## config.mk

```make
export PLATFORM = sky130hd
export DESIGN_NAME = apb_arb_master
export DESIGN_NICKNAME = d
export VERILOG_FILES = /design/src/rtl/apb_pkg.sv /design/src/rtl/apb_rr_arb.sv /design/src/rtl/apb_arb_master.sv
export SDC_FILE = /design/constraint.sdc
export NUM_CORES = 1
export LEC_CHECK = 0
export CELL_PAD_IN_SITES_DETAIL_PLACEMENT = 0
export CELL_PAD_IN_SITES_GLOBAL_PLACEMENT = 1
export CORE_UTILIZATION = 31
export CTS_BUF_LIST = sky130_fd_sc_hd__clkbuf_4 sky130_fd_sc_hd__clkbuf_8 sky130_fd_sc_hd__clkbuf_16
export DETAILED_ROUTE_END_ITERATION = 7
export GPL_ROUTABILITY_DRIVEN = 0
export GPL_TIMING_DRIVEN = 0
export PLACE_DENSITY_LB_ADDON = 0.1
export SYNTH_ARGS = -nofsm -noshare
export SYNTH_HDL_FRONTEND = slang
export SYNTH_SLANG_ARGS = --single-unit
```

## constraint.sdc

```tcl
create_clock -name pclk -period 3.35 [get_ports pclk]
set_input_delay 1.005 -clock pclk [delete_from_list [all_inputs] [get_ports pclk]]
set_output_delay 1.005 -clock pclk [all_outputs]
set_load 0.02 [all_outputs]
```

## src/rtl/apb_pkg.sv

```systemverilog
// Shared widths and FSM state type for the two-requester APB master.
package apb_pkg;
   localparam int unsigned ADDR_W = 4;
   localparam int unsigned DATA_W = 8;

   typedef enum logic [1:0] {
      ST_IDLE,
      ST_SETUP,
      ST_ACCESS,
      ST_RESP
   } state_t;
endpackage

```

## src/rtl/apb_rr_arb.sv

```systemverilog
// Two-input round-robin arbiter; the last-grant register moves only when a grant is accepted.
module apb_rr_arb (
   input  logic       clk,
   input  logic       rst,
   input  logic [1:0] req,
   input  logic       accept,
   output logic [1:0] grant,
   output logic       idx
);
   logic last;

   always_ff @(posedge clk) begin
      if (rst)
         last <= 1'b1;
      else if (accept)
         last <= idx;
   end

   always_comb begin
      idx = 1'b0;
      if (req == 2'b11)
         idx = ~last;
      else if (req == 2'b10)
         idx = 1'b1;
      grant = '0;
      if (req != 2'b00)
         grant = idx ? 2'b10 : 2'b01;
   end
endmodule

```

## src/rtl/apb_arb_master.sv

```systemverilog
// APB master shared by two requesters: round-robin accept, SETUP/ACCESS/RESP sequencing
// with a PREADY wait-cycle timeout.
module apb_arb_master
   import apb_pkg::*;
#(
   parameter int unsigned TIMEOUT = 16
) (
   input  logic              pclk,
   input  logic              preset,
   input  logic [1:0]        req_valid,
   output logic [1:0]        req_ready,
   input  logic [1:0]        req_write,
   input  logic [ADDR_W-1:0] req_addr0,
   input  logic [ADDR_W-1:0] req_addr1,
   input  logic [DATA_W-1:0] req_wdata0,
   input  logic [DATA_W-1:0] req_wdata1,
   output logic [1:0]        rsp_valid,
   output logic [DATA_W-1:0] rsp_rdata,
   output logic              rsp_err,
   output logic              PSEL,
   output logic              PENABLE,
   output logic              PWRITE,
   output logic [ADDR_W-1:0] PADDR,
   output logic [DATA_W-1:0] PWDATA,
   input  logic [DATA_W-1:0] PRDATA,
   input  logic              PREADY,
   input  logic              PSLVERR
);
   localparam int unsigned CNT_W = $clog2(TIMEOUT + 1);

   state_t           state, state_nxt;
   logic [1:0]       grant;
   logic             gidx;
   logic             owner;
   logic             accept;
   logic             timeout_hit;
   logic             done;
   logic [CNT_W-1:0] wait_cnt;

   assign accept      = (state == ST_IDLE) && (req_valid != 2'b00) && !preset;
   assign timeout_hit = (state == ST_ACCESS) && !PREADY && (wait_cnt == CNT_W'(TIMEOUT - 1));
   assign done        = (state == ST_ACCESS) && (PREADY || timeout_hit);

   apb_rr_arb u_arb (
      .clk    (pclk),
      .rst    (preset),
      .req    (req_valid),
      .accept (accept),
      .grant  (grant),
      .idx    (gidx)
   );

   always_ff @(posedge pclk) begin
      if (preset)
         state <= ST_IDLE;
      else
         state <= state_nxt;
   end

   always_comb begin
      state_nxt = state;
      unique case (state)
         ST_IDLE:   if (req_valid != 2'b00) state_nxt = ST_SETUP;
         ST_SETUP:  state_nxt = ST_ACCESS;
         ST_ACCESS: if (done) state_nxt = ST_RESP;
         ST_RESP:   state_nxt = ST_IDLE;
         default:   state_nxt = ST_IDLE;
      endcase
   end

   // Handshakes are masked while preset is high so an aborted RESP never pulses.
   always_comb begin
      req_ready = '0;
      rsp_valid = '0;
      PSEL      = 1'b0;
      PENABLE   = 1'b0;
      if (!preset) begin
         unique case (state)
            ST_IDLE:   req_ready = grant;
            ST_SETUP:  PSEL = 1'b1;
            ST_ACCESS: begin
               PSEL    = 1'b1;
               PENABLE = 1'b1;
            end
            ST_RESP:   rsp_valid[owner] = 1'b1;
            default:   ;
         endcase
      end
   end

   always_ff @(posedge pclk) begin
      if (preset) begin
         PADDR     <= '0;
         PWDATA    <= '0;
         PWRITE    <= 1'b0;
         owner     <= 1'b0;
         rsp_rdata <= '0;
         rsp_err   <= 1'b0;
         wait_cnt  <= '0;
      end else begin
         if (accept) begin
            PADDR  <= gidx ? req_addr1 : req_addr0;
            PWDATA <= gidx ? req_wdata1 : req_wdata0;
            PWRITE <= req_write[gidx];
            owner  <= gidx;
         end
         if (done) begin
            rsp_rdata <= (PREADY && !PWRITE) ? PRDATA : '0;
            rsp_err   <= PREADY ? PSLVERR : 1'b1;
            wait_cnt  <= '0;
         end else if (state == ST_ACCESS) begin
            wait_cnt <= wait_cnt + CNT_W'(1);
         end else begin
            wait_cnt <= '0;
         end
      end
   end
endmodule
```

==> impl_metrics.csv <==
group,metric,value,unit
yosys,synth_flops,31,
floorplanning,fp_util,0.3297,
timing,hold_viol_final,0,
timing,slew_violations,0,
run_status,status,"finished with violations",
critical_path,required,2.34,ns
layout,logic_area,773.2,µm²
timing,setup_viol,0,
global_route,gr-total-overflow,0,
clocking,clk_pin_slew,0.06,ns
floorplanning,coreArea,4474,µm²
yosys,synth_warnings,0,
floorplanning,chip_area,5038,µm²
clocking,clkSinkCount,31,
detailed_routing,drt_pass1_iterations,6,
clocking,clockBufferDepth,2,
clocking,postCtsHoldBufs,0,
critical_path,crit_chain,"buf_6 > clkbuf_1 > nor3b_1 > clkdlybuf4s50_1",
global_route,grt_max_degree,11,
clocking,cts_tree,"built",
critical_path,cpMaxStageDelayCell,"clkdlybuf4s50_1",
floorplanning,row_count,24,
yosys,synth_chip_area,1475,µm²
global_route,grt.total_usage,0.1644,
global_route,grt_pass1_vias,1389,
yosys,synth_top_area_share,0.4207,
yosys,floorplan.nets,220,
hold_path,hp-class,"register to register",
critical_path,start_kind,"primary input",
layout,syn_to_final_growth,57.34,%
clocking,h-tree-depth,2,
layout,drive_gt1_frac,0.07631,
timing,slew_headroom,0.5684,
critical_path,path_class,"primary input to output pin",
timing,hold-worst-slack,0.4473,ns
clocking,cts_root_buf,"clkbuf_8",
detailed_routing,wl_per_cell,13.41,µm
place,dpl_cell_area,2201,µm²
yosys,synth_area_leader_cell,"dfxtp_1",
yosys,area_leaders,"dfxtp_1 42%, or3b_1 6.5%, nand3_1 6.4%",
yosys,syn_area,1475,µm²
run,max-cap-violations,0,
layout,fillers,454,
hold_path,min_from,"wait_cnt[0]$_SDFF_PP0_",
clocking,numCtsBuffers,5,
run_status,violations,"design-rule violations",
critical_path,slowest_delay,0.64,ns
pwr,p_leak,0.0008897,µW
timing,tns,0,ns
layout,final_net_count,294,
critical_path,arrival,2.26,ns
layout,antenna_cells,0,
layout,regArea,620.6,µm²
layout,final_area,2321,µm²
timing,skew,0.005949,ns
detailed_routing,via_per_inst,5.017,
timing,tightest_slew,0.6451,ns
critical_path,critPathLaunch,"preset",
critical_path,worstPathMaxFanout,10,
yosys,ys_seq_share,0.4207,
floorplanning,ios,68,
detailed_routing,vias,1510,
yosys,avgSynthCellArea,8.478,µm²
global_route,grt_pass1_wl,6.403,mm
timing,grt_setup_unrepaired,"false",
critical_path,cp-end-kind,"output pin",
detailed_routing,drcViolationCount,5,
timing,period_used_share,0.9749,
layout,final_common_cell,"clkdlybuf4s50_1",
yosys,yosysCellCount,174,
yosys,synth.distinct_cells,29,
yosys,synth_cells,174,
detailed_routing,wirelength,4.036,mm
timing,final.min_clock_period,3.266,ns
global_route,antenna_found_initial,0,
detailed_routing,ant_nets,0,
critical_path,worstReg2RegStart,"wait_cnt[0]$_SDFF_PP0_",
run,tool_warnings,29,
pwr,p_per_area,553.6,nW/µm²
timing,max_clock_freq,306.2,MHz
detailed_routing,drtIter0Drc,81,
place,hpwl,2.840,mm
clocking,insertion_delay,0.29,ns
pwr,peakVddDrop,0.3265,mV
layout,lay_top_cells,"62 x clkdlybuf4s50_1, 31 x dfxtp_1, 20 x nand2_1, 19 x nand3_1, 12 x o21ai_0",
## critical path: cells and delay by family
family	cells	cell delay, ns
buf+inv	3	1.00
simple gates	1	0.25
## worst paths after layout
kind / slack (ns) / end / cells after the start
max: 0.08 / rsp_valid[0] / 4
min: 0.45 / wait_cnt[0]$_SDFF_PP0_ / 1
max reg2reg: 1.61 / rsp_rdata[2]$_SDFFE_PP0P_ / 6
min reg2reg: 0.45 / wait_cnt[0]$_SDFF_PP0_ / 1
## timing repair
item | 4_1_cts | 5_1_grt
gates cloned | 0 | 0
buffers inserted | 1 | 0
pin swaps | 0 | 0
endpoints found under the setup margin | 2 | 2
gates resized | 10 | 1
## through the flow
| stage | util | setup slack, ns | cells | total power (µW) |
|---|---|---|---|---|
| floorplan | - | 0.5062 | 174 | 745.7 |
| global placement | 0.4919 | -0.5797 | 292 | 956.2 |
| detailed placement | 0.4919 | -0.5713 | 292 | 955.3 |
| CTS | 0.5182 | 0.0002478 | 301 | 1303 |
| global route | 0.5187 | 0.04063 | 301 | 1360 |
| finish | 0.5187 | 0.08422 | 301 | 1285 |
## cell type report
| class | instances | area share |
|---|---|---|
| Inverter | 5 | 0.008086 |
| Tap cell | 52 | 0.02803 |
| Buffer | 12 | 0.02911 |
| Timing Repair Buffer | 67 | 0.2895 |
| Sequential cell | 31 | 0.2674 |
| Clock buffer | 8 | 0.04474 |
| Multi-Input combinational cell | 126 | 0.3332 |
## where the power goes
| group | leakage (µW) | switching, µW | internal [µW] |
|---|---|---|---|
| logic | 0.000582 | 248 | 240 |
| clock network | 0.0000549 | 141 | 195 |
| registers | 0.000252 | 32.5 | 427 |
## cell usage after synthesis
| library cell | instances |
|---|---|
| buf_6 | 2 |
| o21ai_1 | 2 |
| dfxtp_1 | 31 |
| xnor2_1 | 1 |
| nand2b_4 | 1 |
| xor2_1 | 1 |
| o21ai_0 | 12 |
| and2_1 | 1 |
| clkbuf_1 | 7 |
| a21o_1 | 1 |
| and3_1 | 7 |
| nand2b_1 | 1 |
| nor3b_1 | 3 |
| or3b_1 | 11 |
| o311a_1 | 1 |
| nand2_1 | 20 |
| nand3_1 | 19 |
| and4_1 | 1 |
| and3b_1 | 1 |
| a311oi_1 | 1 |
| inv_1 | 5 |
| o21a_1 | 2 |
| nor2_1 | 8 |
| ha_1 | 6 |
| buf_2 | 3 |
| nor2b_1 | 3 |
| a21oi_1 | 10 |
| a221o_1 | 3 |
| a31oi_1 | 10 |
## layer usage
layer,global-route usage,part of all wire
met1,0.2205,0.50
met2,0.2500,0.43
met3,0.04558,0.056
met4,0.06667,0.015
met5,0,0
## logic make-up (layout without fill, tap and decap cells)
kind of cell	count (synthesis)	count (layout)	synth area share
AND/OR/NAND/NOR	76	76	0.2884
flip-flops	31	31	0.4207
adder cells (fa/ha/maj)	6	6	0.05089
AND-OR/OR-AND	42	42	0.1722
buffers and inverters	17	92	0.05598
XOR/XNOR	2	2	0.01188
## flip-flops by register name, indices dropped and copies added (netlist names)
signal      flops
PWDATA          8
rsp_rdata       8
wait_cnt        5
PADDR           4
state           2
PWRITE          1
owner           1
rsp_err         1
u_arb.last      1
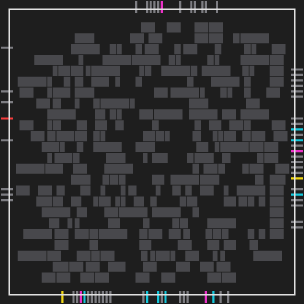
pins.png
Scale: 4 px per µm. Pins as bars across the die edge, other pins in gray.
Key: yellow = req_ready [pins 2, direction output, edge 1 right, 1 bottom]; magenta = req_addr1 [pins 4, direction input, edge 2 bottom, 1 right, 1 top]; cyan = req_wdata1 [pins 8, direction input, edge 5 bottom, 3 right]; red = PSLVERR [pins 1, direction input, edge left]
chip width: 70.98 µm
Die Y: 70.98 µm
I/O Buffers: 66

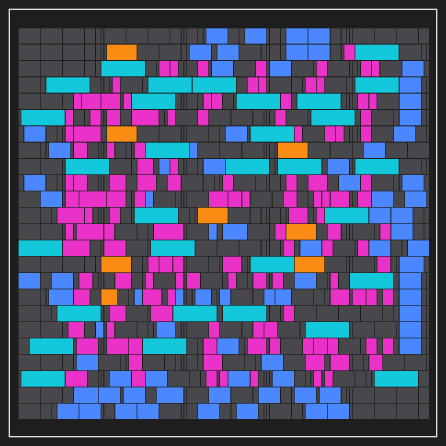
cell_classes.png
Scale: 6 px per µm. Fill, decap, tap and diode cells in gray.
Key: orange = clock drivers and dummy loads [cells 8, share of their area 4.6%]; magenta = all other logic [cells 131, share of their area 35%]; blue = other buffers and delay cells [cells 79, share of their area 33%]; cyan = flops [cells 31, share of their area 28%]

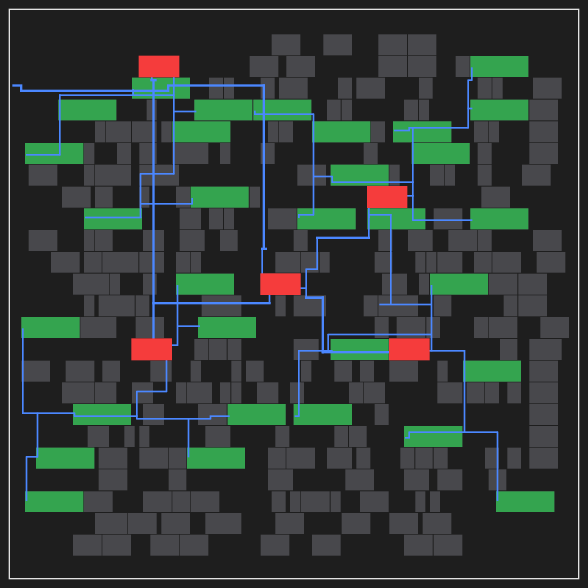
clock_map.png
Scale: 8 px per µm.
Key: green = flip-flops [count 31]; red = cells driving clock nets [count 5]; blue = clock wires [length 467 µm]
There are 6 routed clock nets.

Power is estimated from default activity; no workload was simulated.
